===== src/rtl/alu_mul_sequencer_pkg.sv =====
// Shared constants for the multiply sequencer: the ALU control-word opcodes it
// borrows and the sequencer's own state encoding.
package alu_mul_sequencer_pkg;

    // ALU opcode field, mirrored from the shared control-word constants
    localparam int ALU_OP_WIDTH = 4;

    localparam logic [ALU_OP_WIDTH-1:0] ALU_PASS_A = 4'h0;
    localparam logic [ALU_OP_WIDTH-1:0] ALU_ADD    = 4'h2;

    // Sequencer states; only ADD hands the ALU inputs over to this block
    typedef enum logic [1:0] {
        ST_IDLE  = 2'd0,
        ST_ADD   = 2'd1,
        ST_SHIFT = 2'd2,
        ST_DONE  = 2'd3
    } mul_state_t;

endpackage


===== src/rtl/alu_mul_sequencer.sv =====
// Shift-and-add unsigned multiplier controller. The partial product lives in
// {acc, low}; each add step borrows the shared ALU adder, and the carry the
// ALU latches during that step is shifted into the top of acc on the next
// SHIFT, so the 2*WIDTH-bit product is exact.
module alu_mul_sequencer
    import alu_mul_sequencer_pkg::*;
#(
    parameter int WIDTH = 8
) (
    input  logic                    clk,
    input  logic                    rst,
    input  logic                    clk_en,
    input  logic                    i_start,
    input  logic [WIDTH-1:0]        i_multiplicand,
    input  logic [WIDTH-1:0]        i_multiplier,
    input  logic [WIDTH-1:0]        i_alu_data,
    input  logic                    i_alu_carry,
    output logic                    o_alu_own,
    output logic [ALU_OP_WIDTH-1:0] o_alu_op,
    output logic [WIDTH-1:0]        o_alu_a,
    output logic [WIDTH-1:0]        o_alu_t,
    output logic                    o_alu_latch_flags,
    output logic                    o_busy,
    output logic                    o_done,
    output logic [2*WIDTH-1:0]      o_product
);

    localparam int CNT_W = (WIDTH > 2) ? $clog2(WIDTH) : 1;
    localparam logic [CNT_W-1:0] LAST_COUNT = CNT_W'(WIDTH - 1);

    mul_state_t       state, state_next;
    logic [WIDTH-1:0] acc, acc_next;
    logic [WIDTH-1:0] low, low_next;
    logic [WIDTH-1:0] mcand, mcand_next;
    logic [CNT_W-1:0] count, count_next;
    logic             added, added_next;
    logic             carry_in;

    // Register all sequencer state; nothing moves unless the global enable is high
    always_ff @(posedge clk or posedge rst) begin
        if (rst) begin
            state <= ST_IDLE;
            acc   <= '0;
            low   <= '0;
            mcand <= '0;
            count <= '0;
            added <= 1'b0;
        end else if (clk_en) begin
            state <= state_next;
            acc   <= acc_next;
            low   <= low_next;
            mcand <= mcand_next;
            count <= count_next;
            added <= added_next;
        end
    end

    // Next-state and datapath update; the carry is only meaningful if this
    // iteration actually went through the ALU, otherwise a stale flag would leak in
    always_comb begin
        state_next = state;
        acc_next   = acc;
        low_next   = low;
        mcand_next = mcand;
        count_next = count;
        added_next = added;
        carry_in   = 1'b0;
        case (state)
            ST_IDLE: begin
                if (i_start) begin
                    acc_next   = '0;
                    low_next   = i_multiplier;
                    mcand_next = i_multiplicand;
                    count_next = '0;
                    added_next = 1'b0;
                    state_next = i_multiplier[0] ? ST_ADD : ST_SHIFT;
                end
            end
            ST_ADD: begin
                acc_next   = i_alu_data;
                added_next = 1'b1;
                state_next = ST_SHIFT;
            end
            ST_SHIFT: begin
                carry_in              = added ? i_alu_carry : 1'b0;
                {acc_next, low_next}  = {carry_in, acc, low[WIDTH-1:1]};
                added_next            = 1'b0;
                if (count == LAST_COUNT) begin
                    state_next = ST_DONE;
                end else begin
                    count_next = count + CNT_W'(1);
                    state_next = low[1] ? ST_ADD : ST_SHIFT;
                end
            end
            ST_DONE: begin
                state_next = ST_IDLE;
            end
            default: begin
                state_next = ST_IDLE;
            end
        endcase
    end

    // Outputs depend on registered state only, so i_start never reaches them combinationally
    always_comb begin
        o_alu_own         = (state == ST_ADD);
        o_alu_latch_flags = (state == ST_ADD);
        o_alu_op          = ALU_ADD;
        o_alu_a           = acc;
        o_alu_t           = mcand;
        o_busy            = (state != ST_IDLE);
        o_done            = (state == ST_DONE);
        o_product         = {acc, low};
    end

endmodule


===== config.mk =====
export PLATFORM = sky130hd
export DESIGN_NAME = alu_mul_sequencer
export DESIGN_NICKNAME = d
export VERILOG_FILES = /design/src/rtl/alu_mul_sequencer_pkg.sv /design/src/rtl/alu_mul_sequencer.sv
export SDC_FILE = /design/constraint.sdc
export NUM_CORES = 1
export LEC_CHECK = 0
export ABC_AREA = 1
export CORE_ASPECT_RATIO = 1.25
export CORE_MARGIN = 4
export CORE_UTILIZATION = 39
export CTS_BUF_LIST = sky130_fd_sc_hd__clkbuf_16
export CTS_CLUSTER_SIZE = 8
export DETAILED_ROUTE_END_ITERATION = 16
export PLACE_DENSITY = 0.76
export SYNTH_ARGS = -nofsm -noshare
export SYNTH_HDL_FRONTEND = slang
export SYNTH_SLANG_ARGS = --single-unit

===== constraint.sdc =====
create_clock -name clk -period 1.45 [get_ports clk]
set_input_delay 0.145 -clock clk [delete_from_list [all_inputs] [get_ports clk]]
set_output_delay 0.145 -clock clk [all_outputs]
set_load 0.05 [all_outputs]

Wiring by layer:
Scale bar: 20 um.
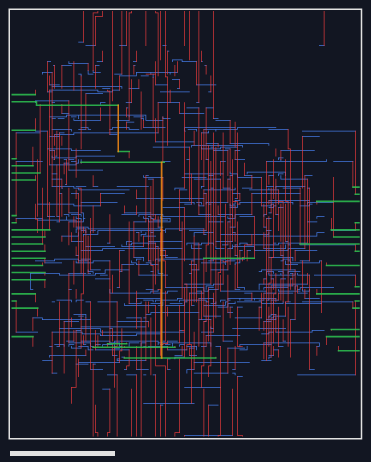
legend:
  metal 4:
    colour: orange
    wire_length: 46.2 um
  metal 1:
    colour: blue
    wire_length: 1640 um
  metal 2:
    colour: red
    wire_length: 2300 um
  metal 3:
    colour: green
    wire_length: 238 um

Clock routing:
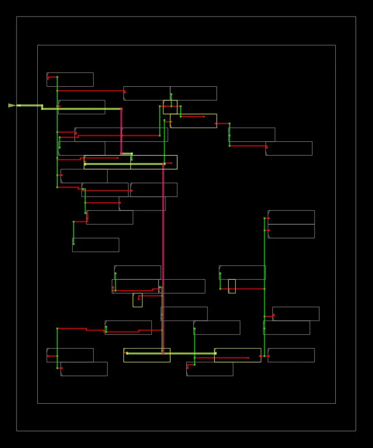
clock buffer count: 5
clk pwr: 0.000981 W
CTS Buf Count: 5
Latency at later pin: 0.27 ns
# clock sinks: 30

I/O nets highlighted:
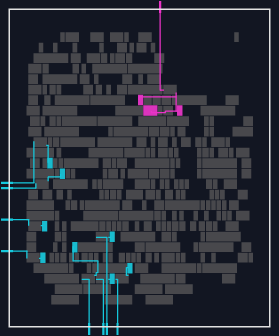
legend:
  i_alu_data:
    colour: cyan
    bits: 8
    direction: input
    edge: 4 bottom, 4 left
    end_cells: 8
    buffers: 8
    wire: 130 um
  i_start:
    colour: magenta
    bits: 1
    direction: input
    edge: top
    end_cells: 3
    buffers: 1
    wire: 44.3 um

==> qor.yml <==
yosys:
  edf_count: 0
  yosys-top-cells-area: "dfrtp_1 44%, nand2_1 24%, buf_4 7.1%, ha_1 4.4%, inv_1 3.8%"
  synthAoiAreaFrac: 0.0596
  xor_share: 0
  synth.cells.most_frequent: "110 x nand2_1, 30 x dfrtp_1, 17 x inv_1"
  ys.flop_type: "dfrtp_1"
  synth_chip_area_um2: 1700
  mux_share: 0
  async_flop_share: 1.00
final_timing:
  clock_skew_ns: 0.00591
  finalSetupViolCount: 0
  period_used_share: 0.975
  setup_tns_ns: 0
drt:
  highest_layer: "met4"
  routedWlPerCell_um: 11.9
  first_pass_iters: 4
cts:
  clk_pin_slew_ns: 0.05
pwr:
  p_leak_nw: 1.39
  switching_power_w: 0.00321
  switching_share: 0.489
worst_setup_path:
  worst_setup_path_end_kind: "primary output"
  reg2regPathDepth: 5
  crit_arrival_ns: 1.27
  r2r_end: "added$_DFFE_PP0P_"
  cp-startpoint: "state[0]$_DFFE_PP0P_"
  start_kind: "register"
floorplanning:
  fp.dieW_um: 67.0
  io-pin-count: 69
  dieArea_um2: 5480
layout:
  nonClkBufAreaFrac: 0.318
  finalCoreUtilization: 0.641
status:
  outcome: "finished, final reports clean"
Sequential cells coloured by netlist name:
Scale bar: 20 um.
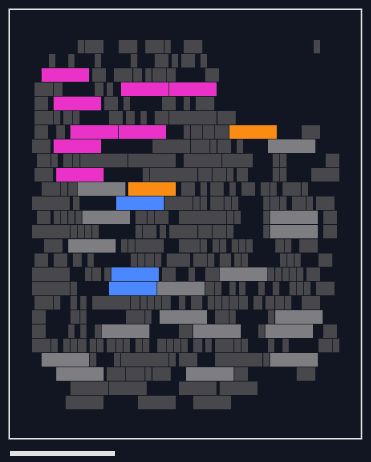
legend:
  state:
    colour: orange
    sequential_cells: 2
  o_alu_t:
    colour: magenta
    sequential_cells: 8
    where: top left
  count:
    colour: blue
    sequential_cells: 3

Sizing map:
Scale bar: 20 um.
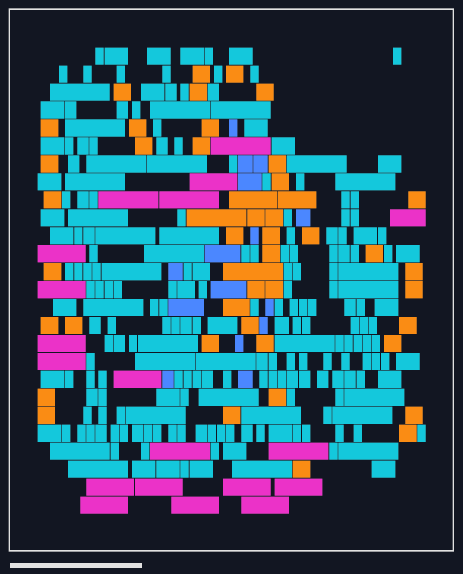
legend:
  _0 and _1 cells:
    colour: cyan
    cells: 218
  _3 and _4 cells:
    colour: orange
    cells: 46
  _6 and larger:
    colour: magenta
    cells: 19
  _2 cells:
    colour: blue
    cells: 15
Final Cell Area: 2670 um^2
final critical-path setup slack: 0.0363 ns

## worst min-delay path by stage
stage / start / endpoint / slack, ns / cells after the start
6_report: rst / o_alu_t[4]$_DFFE_PP0P_ / 0.24 / 3
5_1_grt: rst / o_alu_t[4]$_DFFE_PP0P_ / 0.29 / 3
4_1_cts: rst / o_alu_t[4]$_DFFE_PP0P_ / 0.26 / 3
3_5_place_dp: low[0]$_DFFE_PP0P_ / low[0]$_DFFE_PP0P_ / 0.47 / 2
3_3_place_gp: count[1]$_DFFE_PP0P_ / count[1]$_DFFE_PP0P_ / 0.46 / 2
2_1_floorplan: rst / added$_DFFE_PP0P_ / 0.24 / 1
## per-layer routing
metal | vias up | GRT usage
li1 | 820 | -
met1 | 720 | 0.177
met2 | 48 | 0.309
met3 | 4 | 0.0342
met4 | 0 | 0.0487
met5 | - | 0
Power figures rest on the tool's default switching activity, not on a simulated workload.
